--- src/rtl/sng_bank_et.sv ---
// sng_bank_et -- stochastic-number-generator bank feeding a 4-input
// Roberts-cross (RCED) core.
//
// Four WIDTH-bit binary operands are turned into four bitstreams that all
// compare against one shared LFSR value, so the streams are maximally
// correlated (SCC=+1) and a downstream XOR of two streams yields |a-b|.
// A 0.5-probability select stream c is produced alongside.
//
// Ports
//   clk, rst_n : clock, asynchronous active-low reset
//   start      : begin a run (sampled only in IDLE)
//   abort      : end the current run early (sampled only in RUN, on a valid beat)
//   len        : run length in beats, WIDTH+1 bits; 0 or > period selects a full period
//   Bxs        : four packed WIDTH-bit operands, channel i at Bxs[i*WIDTH +: WIDTH]
//   Xs         : one stochastic bit per channel, Xs[i] = (Bx_i > R)
//   c          : select stream, toggles with the beat number (first beat c=1)
//   valid      : Xs/c carry a beat this cycle
//   last       : final beat of a length-complete run
//   busy       : run in progress
//
// Build option
//   LFSR_ZERO_INS_EN : de Bruijn zero insertion; period becomes 2^WIDTH and a
//                      full run yields exactly Bx_i ones per channel.
module sng_bank_et #(
    parameter int unsigned      WIDTH = 8,
    parameter logic [WIDTH-1:0] POLY  = 8'hB8,
    parameter logic [WIDTH-1:0] SEED  = 8'h01
) (
    input  logic                 clk,
    input  logic                 rst_n,
    input  logic                 start,
    input  logic                 abort,
    input  logic [WIDTH:0]       len,
    input  logic [4*WIDTH-1:0]   Bxs,
    output logic [3:0]           Xs,
    output logic                 c,
    output logic                 valid,
    output logic                 last,
    output logic                 busy
);

`ifdef LFSR_ZERO_INS_EN
    localparam int unsigned PERIOD = 2 ** WIDTH;
`else
    localparam int unsigned PERIOD = 2 ** WIDTH - 1;
`endif
    localparam logic [WIDTH:0] P_LEN = (WIDTH+1)'(PERIOD);

    typedef enum logic {
        IDLE,
        RUN
    } state_e;

    state_e               state_q, state_d;
    logic [WIDTH-1:0]     r_q, r_d;
    logic [WIDTH:0]       cnt_q, cnt_d;
    logic [WIDTH:0]       l_q, l_d;
    logic [4*WIDTH-1:0]   bx_q, bx_d;
    logic [3:0]           xs_q, xs_d;
    logic                 c_q, c_d;
    logic                 valid_q, valid_d;
    logic                 last_q, last_d;
    logic [WIDTH:0]       cnt_inc;

    function automatic logic [WIDTH-1:0] lfsr_next(input logic [WIDTH-1:0] r);
        logic [WIDTH-1:0] n;
        n = (r >> 1) ^ (r[0] ? POLY : '0);
`ifdef LFSR_ZERO_INS_EN
        // Splice the all-zero state in between 1 and POLY.
        if (r == WIDTH'(1)) begin
            n = '0;
        end else if (r == '0) begin
            n = POLY;
        end
`endif
        return n;
    endfunction

    assign cnt_inc = cnt_q + {{WIDTH{1'b0}}, 1'b1};

    always_comb begin
        state_d = state_q;
        r_d     = r_q;
        cnt_d   = cnt_q;
        l_d     = l_q;
        bx_d    = bx_q;
        xs_d    = '0;
        c_d     = 1'b0;
        valid_d = 1'b0;
        last_d  = 1'b0;

        case (state_q)
            IDLE: begin
                if (start) begin
                    bx_d    = Bxs;
                    l_d     = (len == '0 || len > P_LEN) ? P_LEN : len;
                    r_d     = SEED;
                    cnt_d   = '0;
                    state_d = RUN;
                end
            end
            RUN: begin
                // The beat on the outputs is the final one; no new beat follows.
                // On a last beat the FSM is already back in IDLE, so an abort
                // there is never seen and the run completes normally.
                if (abort && valid_q) begin
                    state_d = IDLE;
                end else begin
                    for (int unsigned i = 0; i < 4; i++) begin
                        xs_d[i] = bx_q[i*WIDTH +: WIDTH] > r_q;
                    end
                    c_d     = cnt_inc[0];
                    valid_d = 1'b1;
                    r_d     = lfsr_next(r_q);
                    cnt_d   = cnt_inc;
                    if (cnt_inc == l_q) begin
                        last_d  = 1'b1;
                        state_d = IDLE;
                    end
                end
            end
            default: state_d = IDLE;
        endcase
    end

    always_ff @(posedge clk or negedge rst_n) begin
        if (!rst_n) begin
            state_q <= IDLE;
            r_q     <= SEED;
            cnt_q   <= '0;
            l_q     <= '0;
            bx_q    <= '0;
            xs_q    <= '0;
            c_q     <= 1'b0;
            valid_q <= 1'b0;
            last_q  <= 1'b0;
        end else begin
            state_q <= state_d;
            r_q     <= r_d;
            cnt_q   <= cnt_d;
            l_q     <= l_d;
            bx_q    <= bx_d;
            xs_q    <= xs_d;
            c_q     <= c_d;
            valid_q <= valid_d;
            last_q  <= last_d;
        end
    end

    assign Xs    = xs_q;
    assign c     = c_q;
    assign valid = valid_q;
    assign last  = last_q;
    assign busy  = (state_q == RUN);

endmodule

--- config.mk ---
export PLATFORM = sky130hd
export DESIGN_NAME = sng_bank_et
export DESIGN_NICKNAME = d
export VERILOG_FILES = /design/src/rtl/sng_bank_et.sv
export SDC_FILE = /design/constraint.sdc
export NUM_CORES = 1
export LEC_CHECK = 0
export CAP_MARGIN = 20
export CORE_MARGIN = 1.5
export CORE_UTILIZATION = 54
export CTS_CLUSTER_SIZE = 8
export DETAILED_ROUTE_END_ITERATION = 7
export PLACE_DENSITY = 0.89
export SKIP_CTS_REPAIR_TIMING = 1
export SYNTH_ARGS = -nofsm -noshare
export SYNTH_HDL_FRONTEND = slang
export SYNTH_SLANG_ARGS = --single-unit
--- constraint.sdc ---
create_clock -name clk -period 1.9 [get_ports clk]
set_input_delay 0.285 -clock clk [delete_from_list [all_inputs] [get_ports clk]]
set_output_delay 0.285 -clock clk [all_outputs]
set_load 0.03 [all_outputs]
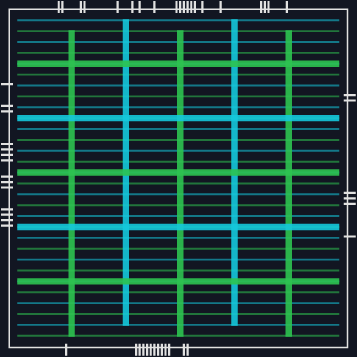
Run 1: PDN straps and rails
Scale: 4 px per µm. Pins as bars on the die edge.
Green shows VSS. Cyan shows VDD.
5 straps on met5. 30 met1 rails follow the rows. 53 signal pins sit on the boundary.

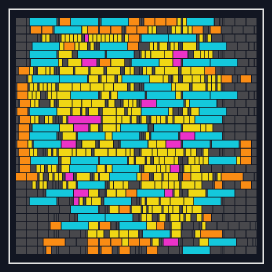
Run 1: placement by cell class
Scale: 3 px per µm. Fill, decap, tap and diode cells in gray.
Yellow shows combinational and other logic, cells 285, share of their area 42%. Orange shows other buffers and delay cells, cells 61, share of their area 15%. Cyan shows flops, cells 66, share of their area 39%. Magenta shows clock drivers and dummy loads, cells 16, share of their area 4.5%.
post-route cell area: 0.00438 mm²
row count: 29
register share of the cell area: 37.7%

==> out/metrics.yaml, run 1 <==
yosys:
  adder_share_pct: 11.6
  numSynthFlops: 66
  syn_inst: 368
  synth_area_mm2: 0.00356
  ys_cells: 368
  synthTopLogicFamily: "simple AND/OR/NAND/NOR gates"
  synthSimpleGateAreaFrac_pct: 19.2
  yosys_area_mm2: 0.00356
  synth_top_area_share_pct: 45.7
worst_setup_path:
  cp.arrival_ps: 1480
  critPathBufInv: 1
  crit_path_end_kind: "output pin"
  reg2reg_slack_ps: 140
  reg2reg_to: "Xs[0]"
  crit_path_max_fanout: 4
  worstPathCellList: "clkdlybuf4s50_1"
detailed_routing:
  dr.first_iter.drc_count: 241
pwr:
  seq_power_mw: 2.42
  p_comb_share_pct: 47.8
  pg_comb_mw: 3.32
  ir_worst_vdd_mv: 0.997
  top_power_group: "combinational cells"
layout:
  lay_top_cells: "98 x nand2_1, 65 x dfrtp_1, 51 x clkdlybuf4s50_1, 33 x o21ai_0, 33 x ha_1"
  utilization_pct: 69.0
  layout_top_cell: "nand2_1"
grt:
  grt_pass1_wl_mm: 13.9
  antenna_found_initial: 0
  met1_usage_pct: 30.6
clocking:
  clkSlewWorstSetupHoldPaths_ps: 80
  htree_num_levels: 3
  cts_sinks: 66
worst_hold_path:
  hold_depth: 3
outcome:
  status: "complete, no violations"
place:
  dp_slack_ps: 173
  place_hpwl_mm: 5.60
flow_run:
  tool_warnings: 26
sta:
  setup_ws_ps: 136
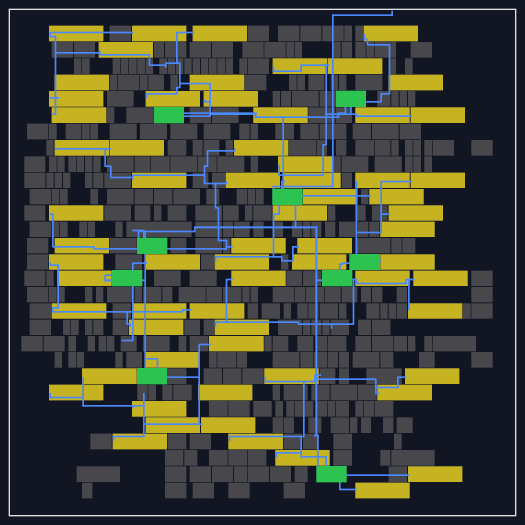
Run 1: routed clock nets over the placement
Scale: 6 px per µm.
Blue shows clock wires, length 854 µm. Yellow shows flip-flops, count 66. Green shows clock drivers, count 9.
There are 10 routed clock nets. Position of the flops: widely spread.
worst skew pair latency: 350 ps
Final Skew: 9.62 ps
Clk. pwr: 1.19 mW
clock power share: 17.2%

==> run 1: area by class of cell <==
class	count	area (µm²)	area share (%)
Inverter	12	45.0	1.03
Timing Repair Buffer	61	623	14.2
Clock inverter	6	66.3	1.51
Multi-Input combinational cell	273	1770	40.4
Sequential cell	66	1650	37.7
Tap cell	77	96.3	2.20
Clock buffer	10	128	2.91
==> run 1: cells in the mapped netlist, types with 3 or more instances <==
cell	n
a21o_1	8
a21oi_1	6
a221oi_1	4
and4_1	10
buf_1	8
buf_2	3
dfrtp_1	65
ha_1	33
inv_1	12
nand2_1	98
nand3_1	7
nand4_1	3
nor2_1	8
nor2b_1	6
o21a_1	8
o21ai_0	33
o22a_1	8
xnor2_1	8
xor2_1	6
## Run 2: what changed since run 1
CORE_UTILIZATION = 58   (was 54)
PLACE_DENSITY = 0.93   (was 0.89)
SLEW_MARGIN = 10   (was unset)
clock period = 2.1 ns   (was 1.9 ns; I/O delays follow)
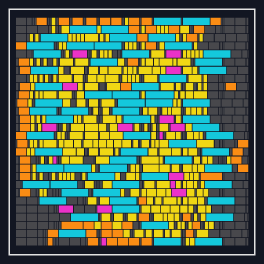
Run 2: placement by cell class
Scale: 3 px per µm. Fill, decap, tap and diode cells in gray.
Orange shows other buffers and delay cells, cells 59, share of their area 14%. Magenta shows clock drivers and dummy loads, cells 16, share of their area 4.3%. Yellow shows combinational and other logic, cells 285, share of their area 43%. Cyan shows flops, cells 66, share of their area 39%.
row count: 28
post-route cell area: 0.00434 mm²

==> out/metrics.yaml, run 2 <==
flow_run:
  tool_warnings: 26  # unchanged
layout:
  nonClkBufAreaFrac_pct: 13.7  # was 14.2%
  sh_comb_area_pct: 40.8  # was 40.4%
  comb_cells: 273  # unchanged
  nNonClkBuffers: 59  # was 61
  largest_cell_class: "logic gates"  # unchanged
  clk_share_pct: 4.21  # was 4.42%
  seq_cells: 66  # unchanged
  utilization_pct: 73.4  # was 69.0%
  lay_top_cells: "98 x nand2_1, 65 x dfrtp_1, 51 x clkdlybuf4s50_1, 33 x o21ai_0, 32 x ha_1"  # was 98 x nand2_1, 65 x dfrtp_1, 51 x clkdlybuf4s50_1, 33 x o21ai_0, 33 x ha_1
floorplanning:
  tap_cells: 75  # was 77
grt:
  grt_pass1_wl_mm: 13.8  # was 13.9 mm
  met1_usage_pct: 35.5  # was 30.6%
  antenna_found_initial: 0  # unchanged
yosys:
  top_cell: "nand2_1"  # unchanged
  numSynthFlops: 66  # unchanged
  common_cells: "98 x nand2_1, 65 x dfrtp_1, 33 x ha_1, 33 x o21ai_0, 12 x inv_1"  # unchanged
  yosys_area_mm2: 0.00356  # unchanged
  ys_cells: 368  # unchanged
worst_setup_path:
  reg2reg_to: "Xs[0]"  # unchanged
pwr:
  pg_clk_mw: 1.00  # was 1.19 mW
  p_comb_share_pct: 48.1  # was 47.8%
  seq_power_mw: 2.20  # was 2.42 mW
  ir_worst_vdd_mv: 0.762  # was 0.997 mV
  clkPwrFrac_pct: 16.2  # was 17.2%
sta:
  fin_skew_ps: 8.26  # was 9.62 ps
  setup_ws_ps: 138  # was 136 ps
clocking:
  htree_num_levels: 3  # unchanged
  cts_sinks: 66  # unchanged
  clkSlewWorstSetupHoldPaths_ps: 70  # was 80 ps
detailed_routing:
  dr.first_iter.drc_count: 215  # was 241
outcome:
  status: "complete, no violations"  # unchanged
place:
  dp_slack_ps: 143  # was 173 ps
-- run 2: cell counts after synthesis --
Identical to the previous run, type by type.
-- run 2: logic make-up (layout without fill, tap and decap cells) --
| group | Yosys count | count (layout) | synth area share (%) |
|---|---|---|---|
| XOR/XNOR | 15 | 15 | 3.90 |
| AND-OR/OR-AND | 79 | 79 | 15.0 |
| buffers and inverters | 29 | 87 | 3.80 |
| AND/OR/NAND/NOR | 146 | 146 | 19.2 |
| flip-flops | 66 | 66 | 46.5 |
| adder cells (fa/ha/maj) | 33 | 33 | 11.6 |
-- run 2: critical path: cells and delay by family, from the launching register on --
family | cells | cell delay [ps]
flops | 1 | 390
compound gates | 4 | 770
fa+ha+maj | 1 | 290
simple gates | 1 | 140
buf+inv | 1 | 210
No activity file was given, so power comes from the tool's default toggle rates.
